`src/rtl/vinput_sched_pkg.sv`:
```
// vinput_sched_pkg: FSM states, width helpers and result entry type for the vinput sequencer
package vinput_sched_pkg;
  typedef enum logic [2:0] {IDLE, LOAD, FETCH, WAIT_RD, ISSUE, GAP, DRAIN, DONE} state_t;
  function automatic int j_width(input int j);
    return $clog2(j) + 1;
  endfunction
  function automatic int a_width(input int a);
    return $clog2(a) + 1;
  endfunction
  localparam int DEF_J = 14;
  typedef struct packed {
    logic [j_width(DEF_J)-1:0] j;
    logic [63:0]               data;
  } res_entry_t;
endpackage

```
`src/rtl/vinput_sched_fifo.sv`:
```
// vinput_sched_fifo: synchronous first-word-fall-through FIFO with occupancy count
module vinput_sched_fifo #(
  parameter int W     = 8,
  parameter int DEPTH = 8
) (
  input  logic                     clk,
  input  logic                     rst,
  input  logic                     wr,
  input  logic [W-1:0]             wdata,
  input  logic                     rd,
  output logic [W-1:0]             rdata,
  output logic [$clog2(DEPTH):0]   count
);
  localparam int P = $clog2(DEPTH);
  logic [W-1:0] mem [DEPTH];
  logic [P:0]   wptr, rptr;
  logic         full, empty, do_wr, do_rd;
  // pointers carry one extra wrap bit so full and empty stay distinguishable
  assign full  = (wptr ^ rptr) == {1'b1, {P{1'b0}}};
  assign empty = wptr == rptr;
  assign do_wr = wr && !full;
  assign do_rd = rd && !empty;
  assign count = wptr - rptr;
  assign rdata = empty ? '0 : mem[rptr[P-1:0]];
  always_ff @(posedge clk or posedge rst)
    if (rst) begin
      wptr <= '0;
      rptr <= '0;
    end else begin
      if (do_wr) wptr <= wptr + 1'b1;
      if (do_rd) rptr <= rptr + 1'b1;
    end
  always_ff @(posedge clk)
    if (do_wr) mem[wptr[P-1:0]] <= wdata;
endmodule

```
`src/rtl/vinput_sched.sv`:
```
// vinput_sched: sequences backbone fetch/issue over j with spacing and credit control.
// Optional VSCHED_WATCHDOG_EN adds wdog_err and a stalled-datapath timeout.
module vinput_sched
  import vinput_sched_pkg::*;
#(
  parameter int J         = 14,
  parameter int A         = 2,
  parameter int MAX_OUT   = 8,
  parameter int ISSUE_GAP = 12,
  localparam int J_WIDTH  = j_width(J),
  localparam int A_WIDTH  = a_width(A),
  localparam int C_WIDTH  = $clog2(MAX_OUT) + 1
) (
  input  logic                   clk,
  input  logic                   rst,
  input  logic                   start,
  input  logic [J*A_WIDTH-1:0]   cfg_x_initial,
  output logic                   busy,
  output logic                   done,
  output logic                   bb_rd_en,
  output logic [J_WIDTH-1:0]     bb_rd_addr,
  input  logic                   bb_rd_valid,
  input  logic [63:0]            bb_rd_data,
  output logic [J*A_WIDTH-1:0]   x_initial,
  output logic                   x_initial_tvalid,
  output logic [J_WIDTH-1:0]     ind_j,
  output logic                   ind_j_tvalid,
  output logic [63:0]            backbone,
  output logic                   backbone_tvalid,
  input  logic                   vinput_tvalid,
  input  logic [63:0]            vinput,
  output logic                   res_valid,
  input  logic                   res_ready,
  output logic [63:0]            res_data,
  output logic [J_WIDTH-1:0]     res_j
`ifdef VSCHED_WATCHDOG_EN
  ,
  output logic                   wdog_err
`endif
);
  localparam int G_WIDTH = $clog2(ISSUE_GAP) + 1;
  state_t               state, nxt;
  logic [J_WIDTH-1:0]   j, tag;
  logic [G_WIDTH-1:0]   gap;
  logic [C_WIDTH-1:0]   in_flight, buf_count;
  logic [J_WIDTH+63:0]  head;
  logic                 err, ret, issue, last, credit_ok, wdog_trip;
  assign ret       = vinput_tvalid && in_flight != '0;
  assign issue     = state == ISSUE && gap == '0;
  assign last      = j == J_WIDTH'(J - 1);
  assign credit_ok = int'(in_flight) + int'(buf_count) < MAX_OUT;
  assign busy             = state != IDLE && state != DONE;
  assign done             = state == DONE;
  assign bb_rd_en         = state == FETCH && credit_ok;
  assign bb_rd_addr       = j;
  assign ind_j            = j;
  assign x_initial_tvalid = state == LOAD;
  assign backbone_tvalid  = issue;
  assign ind_j_tvalid     = issue;
  assign res_valid        = buf_count != '0;
  assign {res_j, res_data} = head;
  always_comb begin
    nxt = state;
    case (state)
      IDLE:    nxt = start ? LOAD : IDLE;
      LOAD:    nxt = FETCH;
      FETCH:   nxt = credit_ok ? WAIT_RD : FETCH;
      WAIT_RD: nxt = bb_rd_valid ? ISSUE : WAIT_RD;
      ISSUE:   nxt = issue ? GAP : ISSUE;
      GAP:     nxt = last ? DRAIN : FETCH;
      DRAIN:   nxt = in_flight == '0 ? DONE : DRAIN;
      default: nxt = IDLE;
    endcase
    if (wdog_trip) nxt = DONE;
  end
  // gap keeps counting through FETCH/WAIT_RD; ISSUE holds until it expires
  always_ff @(posedge clk or posedge rst)
    if (rst) begin
      state     <= IDLE;
      j         <= '0;
      gap       <= '0;
      x_initial <= '0;
      backbone  <= '0;
      err       <= 1'b0;
    end else begin
      state <= nxt;
      if (state == IDLE && start) x_initial <= cfg_x_initial;
      if (state == LOAD) j <= '0;
      if (state == GAP && !last) j <= j + 1'b1;
      if (state == WAIT_RD && bb_rd_valid) backbone <= bb_rd_data;
      gap <= issue ? G_WIDTH'(ISSUE_GAP - 1) : (gap != '0 ? gap - 1'b1 : gap);
      if (vinput_tvalid && in_flight == '0) err <= 1'b1;
    end
  vinput_sched_fifo #(.W(J_WIDTH), .DEPTH(MAX_OUT)) u_tag (
    .clk(clk), .rst(rst), .wr(issue), .wdata(j), .rd(ret), .rdata(tag), .count(in_flight)
  );
  vinput_sched_fifo #(.W(J_WIDTH + 64), .DEPTH(MAX_OUT)) u_buf (
    .clk(clk), .rst(rst), .wr(ret), .wdata({tag, vinput}), .rd(res_valid && res_ready),
    .rdata(head), .count(buf_count)
  );
`ifdef VSCHED_WATCHDOG_EN
  logic [15:0] wd_cnt;
  assign wdog_trip = !wdog_err && in_flight != '0 && !vinput_tvalid && wd_cnt == 16'hFFFF;
  always_ff @(posedge clk or posedge rst)
    if (rst) begin
      wd_cnt   <= '0;
      wdog_err <= 1'b0;
    end else begin
      wd_cnt <= (vinput_tvalid || in_flight == '0) ? '0 : wd_cnt + 1'b1;
      if (wdog_trip) wdog_err <= 1'b1;
    end
`else
  assign wdog_trip = 1'b0;
`endif
  a_no_orphan_result: assert property (@(posedge clk) disable iff (rst) !err);
endmodule

```
`config.mk`:
```
export PLATFORM = sky130hd
export DESIGN_NAME = vinput_sched
export DESIGN_NICKNAME = d
export VERILOG_FILES = /design/src/rtl/vinput_sched_pkg.sv /design/src/rtl/vinput_sched_fifo.sv /design/src/rtl/vinput_sched.sv
export SDC_FILE = /design/constraint.sdc
export NUM_CORES = 1
export LEC_CHECK = 0
export ABC_CLOCK_PERIOD_IN_PS = 26800
export CAP_MARGIN = 20
export CORE_ASPECT_RATIO = 2
export CORE_MARGIN = 4
export CORE_UTILIZATION = 60
export CTS_BUF_LIST = sky130_fd_sc_hd__clkbuf_16
export CTS_CLUSTER_DIAMETER = 200
export DETAILED_ROUTE_END_ITERATION = 8
export GPL_TIMING_DRIVEN = 0
export PLACE_DENSITY = 0.89
export SLEW_MARGIN = 20
export SYNTH_ARGS = -nofsm -noshare
export SYNTH_HDL_FRONTEND = slang
export SYNTH_SLANG_ARGS = --single-unit
```
`constraint.sdc`:
```
create_clock -name clk -period 26.8 [get_ports clk]
set_clock_uncertainty 0.1 [all_clocks]
set_input_delay 8.04 -clock clk [delete_from_list [all_inputs] [get_ports clk]]
set_output_delay 8.04 -clock clk [all_outputs]
set_load 0.03 [all_outputs]
```
==> results.sh, run 1 <==
# flow metrics
export IMPL_overflow=0
export IMPL_ys_types=44
export IMPL_end_kind="output pin"
export IMPL_ios=340
export IMPL_finalCritPeriodShare_pct=53.2
export IMPL_async_flop_share_pct=17.0
export IMPL_crit_family="buffers and inverters"
export IMPL_hp_class="reg2reg"
export IMPL_max_stage_delay_ns=0.72
export IMPL_drive_above_1_share_pct=22.6
export IMPL_p_seq_share_pct=36.1
export IMPL_setup_worst_path_start="u_buf.rptr[1]$_DFFE_PP0P_"
export IMPL_instances_no_fill=2507
export IMPL_post_cts_buffers=0
export IMPL_clock_sinks=713
export IMPL_htreeDepth=2
export IMPL_grt_setup_unrepaired="false"
export IMPL_dp_slack_ns=13.33
export IMPL_cp_start_kind="flip-flop"
export IMPL_cts_root_buf="clkbuf_16"
export IMPL_floorplan_nets=1606
export IMPL_status="completed"
export IMPL_p_leak_nw=12.0
export IMPL_top_area_share_pct=64.4
export IMPL_ys_seq_share_pct=75.4
export IMPL_area_leaders="edfxtp_1 64%, mux4_2 12%, dfrtp_1 11%"
export IMPL_top_area_cell="edfxtp_1"
export IMPL_avgSynthCellArea_um2=19.4
export IMPL_p_clk_share_pct=19.7
export IMPL_groute_usage_overall_pct=28.0
export IMPL_antenna_found_initial=11
export IMPL_clk_pin_slew_ns=0.07
export IMPL_port_buffers=339
export IMPL_switchingPower_w=0.00162
export IMPL_fmax_ghz=0.0702
export IMPL_viasPerCell=6.23
export IMPL_crit_chain="clkbuf_1 -> clkbuf_1 -> clkbuf_1 -> inv_1 -> ha_1 -> nand3_1 -> nor2_1 -> clkbuf_1 -> buf_1 -> a21oi_1 -> clkdlybuf4s50_1"
export IMPL_combPwrFrac_pct=44.2
export IMPL_worst_pin_slew_ns=0.941
export IMPL_yosysWarnings=0
export IMPL_clock_power_w=0.000852
export IMPL_die_h_um=311
export IMPL_crit_path_top_delay_cell="nor2_1"
export IMPL_synth_chip_area_um2=27600
export IMPL_hpwl_um=47200
export IMPL_seq_power_w=0.00156
export IMPL_fin_ws_ns=12.55
-- run 1: layout make-up --
cell class,count,area [um2],share of cell area [%]
multi-input cells,619,6430,18.7
plain buffers,77,340,0.992
clock buffers,58,1450,4.23
repair buffers,404,4070,11.9
inverters,17,71.3,0.208
flip-flops and latches,713,20800,60.6
clock inverters,47,424,1.24
well taps,560,701,2.04
diodes,12,30.0,0.0875
-- run 1: layer usage --
layer,vias to the layer above,global-route usage [%],wire (um)
met3,175,4.76,5050
met1,8000,31.9,22800
met5,-,0,0
met4,0,13.8,3600
li1,6517,-,-
met2,924,51.0,38300
-- run 1: cell usage in the layout (no fill, tap or decap), types with 3 or more instances in the layout --
| cell | n |
|---|---|
| nor3_1 | 5 |
| clkinv_2 | 10 |
| nand2b_1 | 6 |
| inv_1 | 27 |
| bufinv_16 | 7 |
| nand3_1 | 11 |
| nand2_1 | 169 |
| nor3_2 | 4 |
| edfxtp_1 | 592 |
| clkinv_1 | 6 |
| a21oi_1 | 84 |
| clkinv_4 | 3 |
| buf_1 | 13 |
| xor2_1 | 6 |
| diode_2 | 12 |
| clkbuf_1 | 35 |
| ha_1 | 16 |
| buf_16 | 8 |
| inv_2 | 4 |
| buf_2 | 34 |
| dfrtp_1 | 121 |
| inv_6 | 3 |
| clkbuf_16 | 58 |
| nor2_1 | 21 |
| mux2_2 | 94 |
| mux2i_1 | 3 |
| and3_1 | 5 |
| clkdlybuf4s50_1 | 339 |
| nor2b_1 | 4 |
| buf_4 | 40 |
| mux4_2 | 148 |
| nor3b_1 | 3 |
| buf_6 | 11 |
| xnor2_1 | 8 |
| o21ai_0 | 5 |
-- run 1: cell families (layout without fill, tap and decap cells) --
group	after synthesis	in the layout	synth area share, %
DFF	713	713	75.4
AOI/OAI and AO/OA	96	96	1.91
muxes	245	245	16.0
other	0	12	0
buffers and inverters	94	603	1.46
xor gates and xnor gates	16	16	0.562
adders and majority gates	18	18	0.870
and+or+nand+nor	244	244	3.79
-- run 1: state kept, by name, summed over array words and instances, names as in the netlist --
signal and flops:
gap 5, state 3, u_buf.rptr 4, u_tag.mem 40
x_initial 28, u_tag.rptr 4, u_buf.mem 552, u_buf.wptr 4
backbone 64, u_tag.wptr 4, bb_rd_addr 5
-- run 1: worst paths after layout --
| kind | endpoint | slack [ns] | depth (start not counted) |
|---|---|---|---|
| setup reg to reg | u_buf.mem[1][61]$_DFFE_PP_ | 21.58 | 16 |
| hold reg to reg | u_buf.rptr[3]$_DFFE_PP0P_ | 0.40 | 1 |
| setup / recovery | res_j[0] | 12.55 | 11 |
| max in group asynchronous | x_initial[10]$_DFFE_PP0P_ | 18.11 | 3 |
| hold / removal | u_buf.rptr[3]$_DFFE_PP0P_ | 0.40 | 1 |
| min in group asynchronous | backbone[1]$_DFFE_PP0P_ | 7.79 | 2 |
-- run 1: stage by stage --
stage / total power (W) / hold slack (ns) / cell area, um2
after floorplan: 0.00270 / 0.364 / 27600
after global placement: 0.00341 / 0.383 / 31700
after detailed placement: 0.00349 / 0.383 / 32400
after CTS: 0.00435 / 0.396 / 34300
after global routing: 0.00450 / 0.425 / 34300
final: 0.00433 / 0.396 / 34300
**Run 1: met2 routing**

Scale: 2 px per um.
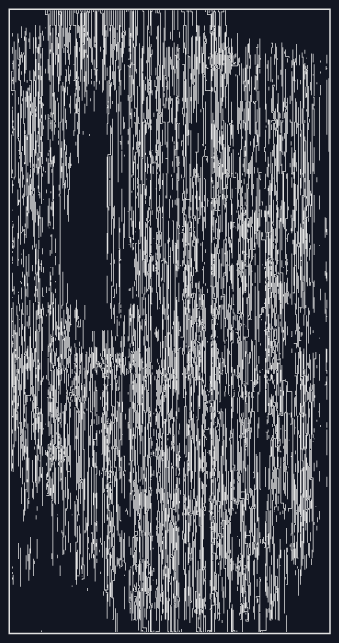
- wire length on this layer: 38.3 mm
- main direction: vertical
- nets with wire on the layer: 1933
- longest straight run: 100 um
- share of all routed wire: 55%
DRT Wirelength: 69800 um
total vias in the final route: 15616
met2 Usage GRT: 51.0%

**Run 1: cell placement**

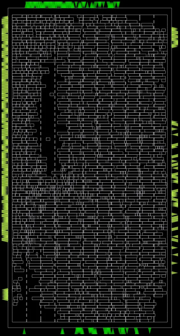
Finished Core Util: 75.8%
total core area: 45300 um2
floorplan row count: 110
Filler cells: 2381

**Run 1: flops by top-level scope**

Scale: 1 px per um. Other sequential cells in the stronger gray, the rest of the logic in the fainter gray.
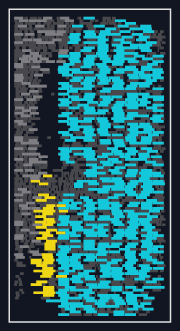
- cyan: u_buf (flops 560)
- yellow: u_tag (flops 48; where south-west)
- not colored: 105

**Run 1: signal wires by layer**

Scale: 1 px per um. Two of the layers only.
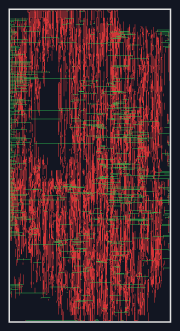

## Run 2: what changed since run 1
ABC_CLOCK_PERIOD_IN_PS = 13050   (was 26800)
CORE_UTILIZATION = 50   (was 60)
PLACE_DENSITY = 0.8   (was 0.89)
clock period = 13.05 ns   (was 26.8 ns; I/O delays follow)
**Run 2: signal wires by layer**

Scale: 1 px per um. Two of the layers only.
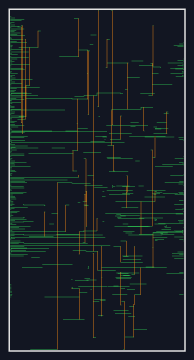
- orange: met4 (wire length 2240 um)
- green: met3 (wire length 4800 um)
drt wl/cell: 25.0 um
total vias in the final route: 14921
GRT Total Usage: 22.3%
DRT Wirelength: 65700 um

**Run 2: flops by top-level scope**

Scale: 1 px per um. Other sequential cells in the stronger gray, the rest of the logic in the fainter gray.
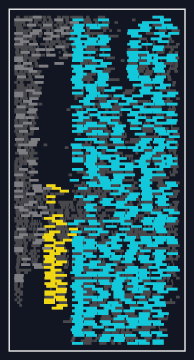
- cyan: u_buf (flops 560)
- yellow: u_tag (flops 48; where south-west)
- not colored: 105

==> results.sh, run 2 <==
# flow metrics
export IMPL_top_usage_layer="met2"
export IMPL_hpwl_um=46700
export IMPL_p_clk_share_pct=20.8
export IMPL_setup_viol=0
export IMPL_common_cells="592 x edfxtp_1, 169 x nand2_1, 148 x mux4_2, 121 x dfrtp_1, 94 x mux2_2"
export IMPL_fillers=3723
export IMPL_async_flop_share_pct=17.0
export IMPL_avgSynthCellArea_um2=19.4
export IMPL_cp_data_required_time_ns=9.03
export IMPL_yosysWarnings=0
export IMPL_cts_root_buf="clkbuf_16"
export IMPL_critPathKind="reg2out"
export IMPL_cts_buffers=60
export IMPL_top_area_share_pct=64.4
export IMPL_status="completed"
export IMPL_crit_path_top_delay_cell="clkbuf_1"
export IMPL_worst_r2r_path_depth=15
export IMPL_ios=340
export IMPL_met2_usage_pct=41.8
export IMPL_combPwrFrac_pct=43.4
export IMPL_port_buffers=339
export IMPL_cts_resized=0
export IMPL_cp_start_kind="flip-flop"
export IMPL_layout_cells_most_common="edfxtp_1"
export IMPL_ir_drop_v=0.000218
export IMPL_ys_ff=713
export IMPL_instances_no_fill=2627
export IMPL_hold_violations=0
export IMPL_crit_family="buffers and inverters"
export IMPL_log_warning_count=27
export IMPL_worst_pin_slew_ns=0.848
export IMPL_max_stage_delay_ns=0.68
export IMPL_drv_slew=0
export IMPL_synth_chip_area_um2=27600
export IMPL_cp_depth=11
export IMPL_reg2reg_to="u_buf.mem[0][50]$_DFFE_PP_"
export IMPL_drive_above_1_share_pct=23.1
export IMPL_floorplan_nets=1606
export IMPL_final_util_pct=63.5
export IMPL_cpMostUsedCell="clkbuf_1"
export IMPL_end_kind="output pin"
export IMPL_largest_reg_flops=552
export IMPL_finalCritPeriodShare_pct=76.9
export IMPL_ys_types=44
export IMPL_netSwitchingFraction_pct=36.6
export IMPL_rows=121
export IMPL_crit_arrival_ns=6.02
export IMPL_place_congestion=0.840
export IMPL_period_minus_slack_ns=10.03
export IMPL_die_x_um=174
export IMPL_switchingPower_w=0.00326
export IMPL_overflow=0
export IMPL_met1_usage_pct=24.5
export IMPL_use_met3_pct=5.31
export IMPL_drv_cap=0
export IMPL_hp_class="reg2reg"
export IMPL_hold_ws_ns=0.403
export IMPL_clk_pin_slew_ns=0.07
export IMPL_most_common_layout_cells="592 x edfxtp_1, 339 x clkdlybuf4s50_1, 169 x nand2_1"
export IMPL_post_cts_buffers=0
export IMPL_nNetsFinal=2072
export IMPL_postCtsHoldBufs=0
export IMPL_internal_power_w=0.00565
export IMPL_crit_buf_inv=7
export IMPL_clock_sinks=713
export IMPL_endpoint="res_j[3]"
export IMPL_p_per_area_nw_per_um2=257
export IMPL_ys_seq_share_pct=75.4
export IMPL_setup_worst_path_start="u_buf.rptr[1]$_DFFE_PP0P_"
export IMPL_p_leak_nw=12.1
export IMPL_fmax_ghz=0.0997
export IMPL_worstReg2RegStart="u_buf.rptr[1]$_DFFE_PP0P_"
export IMPL_area_leaders="edfxtp_1 64%, mux4_2 12%, dfrtp_1 11%"
export IMPL_viasPerCell=5.68
export IMPL_clk_latency_ns=0.62
export IMPL_ys_cells=1426
export IMPL_grt_setup_unrepaired="false"
export IMPL_synthFlopType="edfxtp_1"
export IMPL_path_max_fanout=10
export IMPL_antenna_found_initial=11
export IMPL_setup_tns_final_ns=0
export IMPL_min_from="backbone[57]$_DFFE_PP0P_"
export IMPL_p_seq_share_pct=35.8
export IMPL_ff2ff_setup_slack_ns=7.85
export IMPL_die_h_um=340
export IMPL_crit_chain="clkbuf_1 -> clkbuf_1 -> clkbuf_1 -> inv_1 -> ha_1 -> nand3_1 -> nor2_1 -> clkbuf_1 -> buf_1 -> a21oi_1 -> clkdlybuf4s50_1"
export IMPL_top_area_cell="edfxtp_1"
export IMPL_htreeDepth=2
export IMPL_antenna_left=0
export IMPL_grt_pass1_vias=16563
**Run 2: cell placement**

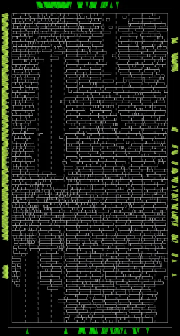
total core area: 54500 um2
sequential cell area share: 60.1%
flip-flops: 713

-- run 2: cell counts after synthesis --
Identical to the previous run, type by type.
-- run 2: area by class of cell --
class / instances / area [um2] / area share [%]
Sequential cell: 713 / 20800 / 60.1
Clock inverter: 52 / 513 / 1.48
Timing Repair Buffer: 404 / 4050 / 11.7
Multi-Input combinational cell: 619 / 6430 / 18.6
Buffer: 77 / 340 / 0.983
Tap cell: 676 / 846 / 2.44
Clock buffer: 61 / 1530 / 4.41
Antenna cell: 8 / 20.0 / 0.0578
Inverter: 17 / 71.3 / 0.206
-- run 2: cell families (layout without fill, tap and decap cells) --
logic type	after synthesis	after routing	share of synthesized area, %
AND-OR/OR-AND	96	96	1.91
buffers and inverters	94	611	1.46
multiplexers	245	245	16.0
AND/OR/NAND/NOR	244	244	3.79
flip-flops	713	713	75.4
adder cells (fa/ha/maj)	18	18	0.870
XOR/XNOR	16	16	0.562
other	0	8	0
-- run 2: how the worst min path moves through the flow --
| stage | end | slack (ns) | cells after the start |
|---|---|---|---|
| after floorplan | u_buf.rptr[3]$_DFFE_PP0P_ | 0.36 | 1 |
| after global placement | u_buf.rptr[3]$_DFFE_PP0P_ | 0.38 | 1 |
| after detailed placement | backbone[14]$_DFFE_PP0P_ | 0.39 | 1 |
| after CTS | backbone[57]$_DFFE_PP0P_ | 0.41 | 1 |
| after global routing | x_initial[6]$_DFFE_PP0P_ | 0.43 | 1 |
| final | backbone[57]$_DFFE_PP0P_ | 0.40 | 1 |
-- run 2: power by group through the flow --
stage	combinational (W)	clock, W	sequential (W)
2_1_floorplan	0.00204	0	0.00352
3_3_place_gp	0.00374	0	0.00329
3_5_place_dp	0.00390	0	0.00324
4_1_cts	0.00392	0.00188	0.00320
5_1_grt	0.00411	0.00198	0.00323
6_report	0.00387	0.00185	0.00319
-- run 2: through the flow --
stage               area [um2]  total power, W  setup slack (ns)
finish                   34600         0.00891              3.02
CTS                      34600         0.00900              2.97
detailed placement       32500         0.00714              3.67
global route             34600         0.00932              2.81
global placement         31800         0.00704             -6.00
floorplan                27600         0.00555              1.46
-- run 2: routing by layer --
layer / share of wire, % / vias to the layer above
met2: 56 / 596
li1: - / 6529
met1: 34 / 7664
met4: 3.4 / 6
met5: 0.055 / -
met3: 7.3 / 126
No activity file was given, so power comes from the tool's default toggle rates.
